### config.mk
export PLATFORM = sky130hd
export DESIGN_NAME = apb3_fabric_master
export DESIGN_NICKNAME = d
export VERILOG_FILES = /design/src/rtl/apb3_fabric_master.sv
export SDC_FILE = /design/constraint.sdc
export NUM_CORES = 1
export LEC_CHECK = 0
export ABC_AREA = 1
export CORE_MARGIN = 3
export CORE_UTILIZATION = 40
export CTS_CLUSTER_DIAMETER = 150
export CTS_CLUSTER_SIZE = 16
export DETAILED_ROUTE_END_ITERATION = 16
export GPL_TIMING_DRIVEN = 0
export PLACE_DENSITY = 0.81
export SETUP_SLACK_MARGIN = 0.05
export SKIP_CTS_REPAIR_TIMING = 1
export SLEW_MARGIN = 20
export SYNTH_ARGS = -nofsm -noshare
export SYNTH_HDL_FRONTEND = slang
export SYNTH_SLANG_ARGS = --single-unit
### constraint.sdc
create_clock -name PCLK -period 4.8 [get_ports PCLK]
set_input_delay 1.44 -clock PCLK [delete_from_list [all_inputs] [get_ports PCLK]]
set_output_delay 1.44 -clock PCLK [all_outputs]
set_load 0.02 [all_outputs]
### src/rtl/apb3_fabric_master.sv
// rtl/apb3_fabric_master.sv - APB3 master bridging a local request/response port onto an APB3 bus
//
// Purpose: accepts one local command at a time, runs it as an APB3 SETUP/ACCESS
// transfer and returns a single-cycle response pulse with read data and error.
//
// Ports:
//   PCLK, PRESET             clock, asynchronous active-high reset
//   cmd_valid/cmd_ready      local request handshake (ready only while IDLE)
//   cmd_write/addr/wdata     request fields, captured on the acceptance edge
//   rsp_valid                one-cycle completion pulse
//   rsp_rdata/rsp_err        response fields, held until the next pulse
//   PADDR/PWRITE/PWDATA      APB3 address phase outputs
//   PSEL/PENABLE             APB3 phase controls
//   PRDATA/PREADY/PSLVERR    APB3 slave responses
//
// Configuration:
//   APB3_FABRIC_MASTER_TIMEOUT_EN  adds a 16-bit wait counter that terminates an
//                                  ACCESS phase with an error after TIMEOUT_CYCLES
//                                  PREADY-low cycles.

module apb3_fabric_master #(
  parameter int ADDR_WIDTH     = 32,
  parameter int DATA_WIDTH     = 32,
  parameter int TIMEOUT_CYCLES = 255
) (
  input  logic                  PCLK,
  input  logic                  PRESET,
  input  logic                  cmd_valid,
  output logic                  cmd_ready,
  input  logic                  cmd_write,
  input  logic [ADDR_WIDTH-1:0] cmd_addr,
  input  logic [DATA_WIDTH-1:0] cmd_wdata,
  output logic                  rsp_valid,
  output logic [DATA_WIDTH-1:0] rsp_rdata,
  output logic                  rsp_err,
  output logic [ADDR_WIDTH-1:0] PADDR,
  output logic                  PWRITE,
  output logic [DATA_WIDTH-1:0] PWDATA,
  output logic                  PSEL,
  output logic                  PENABLE,
  input  logic [DATA_WIDTH-1:0] PRDATA,
  input  logic                  PREADY,
  input  logic                  PSLVERR
);

  if ((TIMEOUT_CYCLES < 1) || (TIMEOUT_CYCLES > 65535)) begin : g_bad_timeout
    $error("apb3_fabric_master: TIMEOUT_CYCLES out of range 1..65535");
  end

  typedef enum logic [1:0] {
    ST_IDLE   = 2'd0,
    ST_SETUP  = 2'd1,
    ST_ACCESS = 2'd2
  } state_t;

  state_t                  state_q,     state_d;
  logic [ADDR_WIDTH-1:0]   paddr_q,     paddr_d;
  logic                    pwrite_q,    pwrite_d;
  logic [DATA_WIDTH-1:0]   pwdata_q,    pwdata_d;
  logic                    psel_q,      psel_d;
  logic                    penable_q,   penable_d;
  logic                    rsp_valid_q, rsp_valid_d;
  logic [DATA_WIDTH-1:0]   rsp_rdata_q, rsp_rdata_d;
  logic                    rsp_err_q,   rsp_err_d;
`ifdef APB3_FABRIC_MASTER_TIMEOUT_EN
  localparam logic [15:0]  TIMEOUT_LIMIT = TIMEOUT_CYCLES[15:0];
  logic [15:0]             wait_cnt_q,  wait_cnt_d;
`endif

  always_comb begin
    state_d     = state_q;
    paddr_d     = paddr_q;
    pwrite_d    = pwrite_q;
    pwdata_d    = pwdata_q;
    psel_d      = psel_q;
    penable_d   = penable_q;
    rsp_valid_d = 1'b0;
    rsp_rdata_d = rsp_rdata_q;
    rsp_err_d   = rsp_err_q;
`ifdef APB3_FABRIC_MASTER_TIMEOUT_EN
    wait_cnt_d  = wait_cnt_q;
`endif
    case (state_q)
      ST_IDLE: begin
        // Address/data registers only load here, so they stay frozen through
        // the whole transfer and the following IDLE.
        if (cmd_valid) begin
          paddr_d   = cmd_addr;
          pwrite_d  = cmd_write;
          pwdata_d  = cmd_wdata;
          psel_d    = 1'b1;
          penable_d = 1'b0;
          state_d   = ST_SETUP;
        end
      end
      ST_SETUP: begin
        penable_d = 1'b1;
        state_d   = ST_ACCESS;
`ifdef APB3_FABRIC_MASTER_TIMEOUT_EN
        wait_cnt_d = '0;
`endif
      end
      ST_ACCESS: begin
        // PREADY is checked first so a completion on the limit cycle wins.
        if (PREADY) begin
          state_d     = ST_IDLE;
          psel_d      = 1'b0;
          penable_d   = 1'b0;
          rsp_valid_d = 1'b1;
          rsp_err_d   = PSLVERR;
          rsp_rdata_d = pwrite_q ? '0 : PRDATA;
        end
`ifdef APB3_FABRIC_MASTER_TIMEOUT_EN
        else if (wait_cnt_q == TIMEOUT_LIMIT) begin
          state_d     = ST_IDLE;
          psel_d      = 1'b0;
          penable_d   = 1'b0;
          rsp_valid_d = 1'b1;
          rsp_err_d   = 1'b1;
          rsp_rdata_d = '0;
        end else begin
          wait_cnt_d = wait_cnt_q + 16'd1;
        end
`endif
      end
      default: begin
        state_d   = ST_IDLE;
        psel_d    = 1'b0;
        penable_d = 1'b0;
      end
    endcase
  end

  always_ff @(posedge PCLK or posedge PRESET) begin
    if (PRESET) begin
      state_q     <= ST_IDLE;
      paddr_q     <= '0;
      pwrite_q    <= 1'b0;
      pwdata_q    <= '0;
      psel_q      <= 1'b0;
      penable_q   <= 1'b0;
      rsp_valid_q <= 1'b0;
      rsp_rdata_q <= '0;
      rsp_err_q   <= 1'b0;
`ifdef APB3_FABRIC_MASTER_TIMEOUT_EN
      wait_cnt_q  <= '0;
`endif
    end else begin
      state_q     <= state_d;
      paddr_q     <= paddr_d;
      pwrite_q    <= pwrite_d;
      pwdata_q    <= pwdata_d;
      psel_q      <= psel_d;
      penable_q   <= penable_d;
      rsp_valid_q <= rsp_valid_d;
      rsp_rdata_q <= rsp_rdata_d;
      rsp_err_q   <= rsp_err_d;
`ifdef APB3_FABRIC_MASTER_TIMEOUT_EN
      wait_cnt_q  <= wait_cnt_d;
`endif
    end
  end

  // Gated by reset so the port reads 0 while PRESET is held.
  assign cmd_ready = (state_q == ST_IDLE) && !PRESET;
  assign rsp_valid = rsp_valid_q;
  assign rsp_rdata = rsp_rdata_q;
  assign rsp_err   = rsp_err_q;
  assign PADDR     = paddr_q;
  assign PWRITE    = pwrite_q;
  assign PWDATA    = pwdata_q;
  assign PSEL      = psel_q;
  assign PENABLE   = penable_q;

endmodule
==> flow_summary.rst <==
Metrics
=======

.. list-table::
   :header-rows: 1

   * - Metric
     - Value
   * - Signal arrival time at the worst endpoint
     - 2.75 ns
   * - Async set-reset flop share out of synthesis
     - 100.0%
   * - Number of buffers created by CTS
     - 9
   * - Remaining antenna violation count after routing
     - 0
   * - P_sw
     - 1693 uW
   * - Most used flip-flop cell after synthesis
     - dfrtp_1
   * - Synthesized area divided by synthesized cell count
     - 9.078 um2
   * - Number of flip-flops and latches in the synthesized netlist
     - 102
   * - Number of unique standard cell types used by synthesis
     - 17
   * - Highest-count cells in the layout ignoring fill and taps
     - 263 x nand2_1, 203 x clkdlybuf4s50_1, 102 x dfrtp_1, 21 x o21ai_0, 13 x o21ai_1
   * - TritonCTS Sinks
     - 102
   * - Routing usage on met2
     - 34.84%
   * - Worst EP required
     - 3.36 ns
   * - Critical R2R Launch
     - PWRITE
   * - GR Layer Usage met1
     - 24.50%
   * - Reg2reg path depth
     - 4
   * - Number of hold violations in the final report
     - 0
   * - Top area cell types
     - dfrtp_1 65%, nand2_1 25%, o21ai_0 2.7%
   * - Post-Route Skew
     - 0.01670 ns
   * - DRC Markers
     - 0
   * - Final critical-path setup slack
     - 0.6102 ns
   * - Maximum frequency from static timing analysis
     - 238.7 MHz
   * - Proportion of power drawn by flip-flops and latches
     - 35.2%
   * - Cell total after placement
     - 768
   * - CP max stage delay
     - 0.65 ns
   * - Result of the run
     - finished clean
   * - Clk ins delay skew pair
     - 0.35 ns
   * - Static power due to leakage
     - 0.003080 uW
   * - Warning count from the yosys run
     - 0
   * - Cell class contributing the biggest share of worst-path delay
     - buffers and inverters
   * - Switching power as a share of total power
     - 39.82%
   * - Total negative slack for setup checks
     - 0 ns
   * - Standard cell area after detailed placement
     - 0.006175 mm2
   * - Number of antenna violations at the first check in global routing
     - 0
   * - Final setup viols
     - 0
   * - Most used standard cells in the synthesized netlist
     - 263 x nand2_1, 102 x dfrtp_1, 21 x o21ai_0
==> cell type report <==
type	count	share of cell area [%]
Tap cell	129	2.532
Multi-Input combinational cell	303	18.71
Buffer	24	2.846
Inverter	6	0.4319
Timing Repair Buffer	204	32.31
Sequential cell	102	40.05
Clock buffer	12	2.434
Clock inverter	3	0.6871
==> state kept, by name, summed over array words and instances, names as in the netlist <==
register,flops
PADDR,32
PWDATA,32
rsp_rdata,32
PENABLE,1
PSEL,1
PWRITE,1
rsp_err,1
rsp_valid,1
state_q,1
==> worst reg2reg max path: stages (launching register included) <==
cell and delay (ns):
dfrtp_1 0.38, inv_1 0.14, buf_1 0.37, nand2_1 0.09, o21ai_0 0.19
### A small window of the routed layout

Scale bar: 20 um. Window x 1 to 51, y 1 to 51 um. Cells in gray, sequential cells in the stronger gray; small squares are vias.
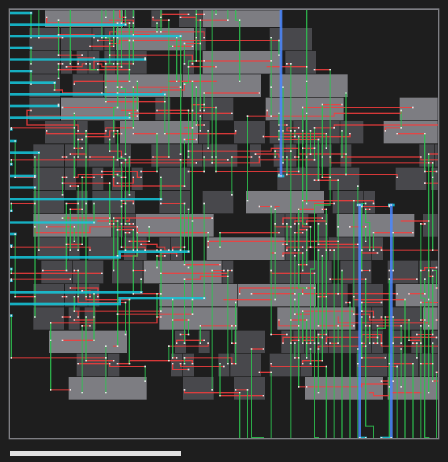
legend:
  green:
    layer: metal 2
  cyan:
    layer: metal 3
  red:
    layer: metal 1
  blue:
    layer: metal 4
sequential cells in the window: 26
most frequent: nand2_1 (74), clkdlybuf4s50_1 (48), dfrtp_1 (26)
netlist names of flops here include: PADDR (15), PWDATA (10)
cells with their middle in the window: 160

### Placement by cell class

Fill, decap, tap and diode cells in gray.
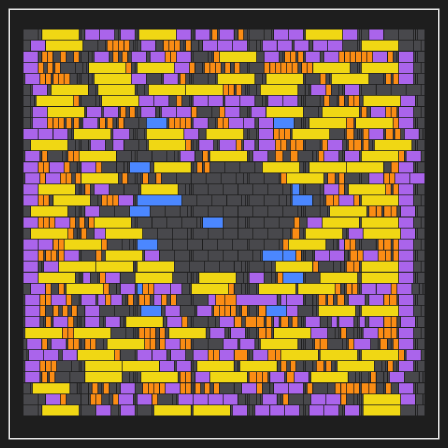
legend:
  orange:
    class: combinational and other logic
    cells: 309
    share_of_their_area: 20%
  blue:
    class: clock drivers and dummy loads
    cells: 15
    share_of_their_area: 3.2%
  purple:
    class: remaining buffers and delay cells
    cells: 228
    share_of_their_area: 36%
  yellow:
    class: sequential cells
    cells: 102
    share_of_their_area: 41%

### Cell placement

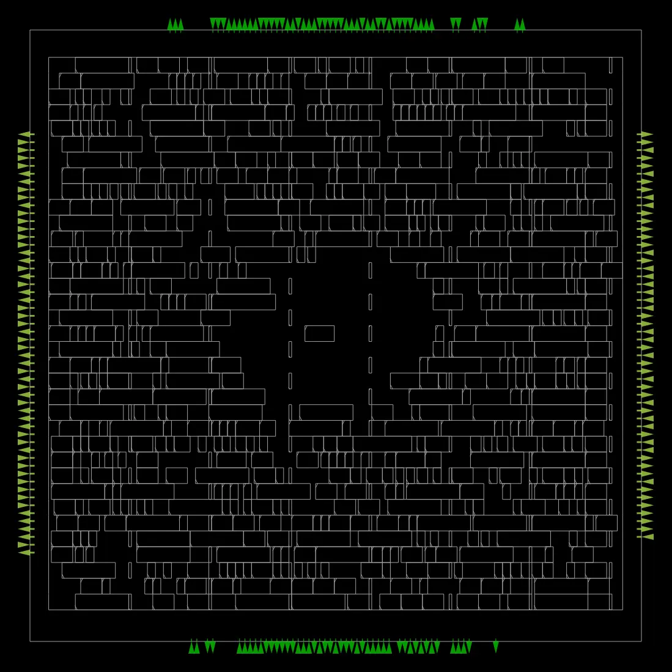
area of the core region: 0.009415 mm2
number of sequential cells: 102
final standard cell utilization of the core: 67.69%

Power is estimated from default activity; no workload was simulated.
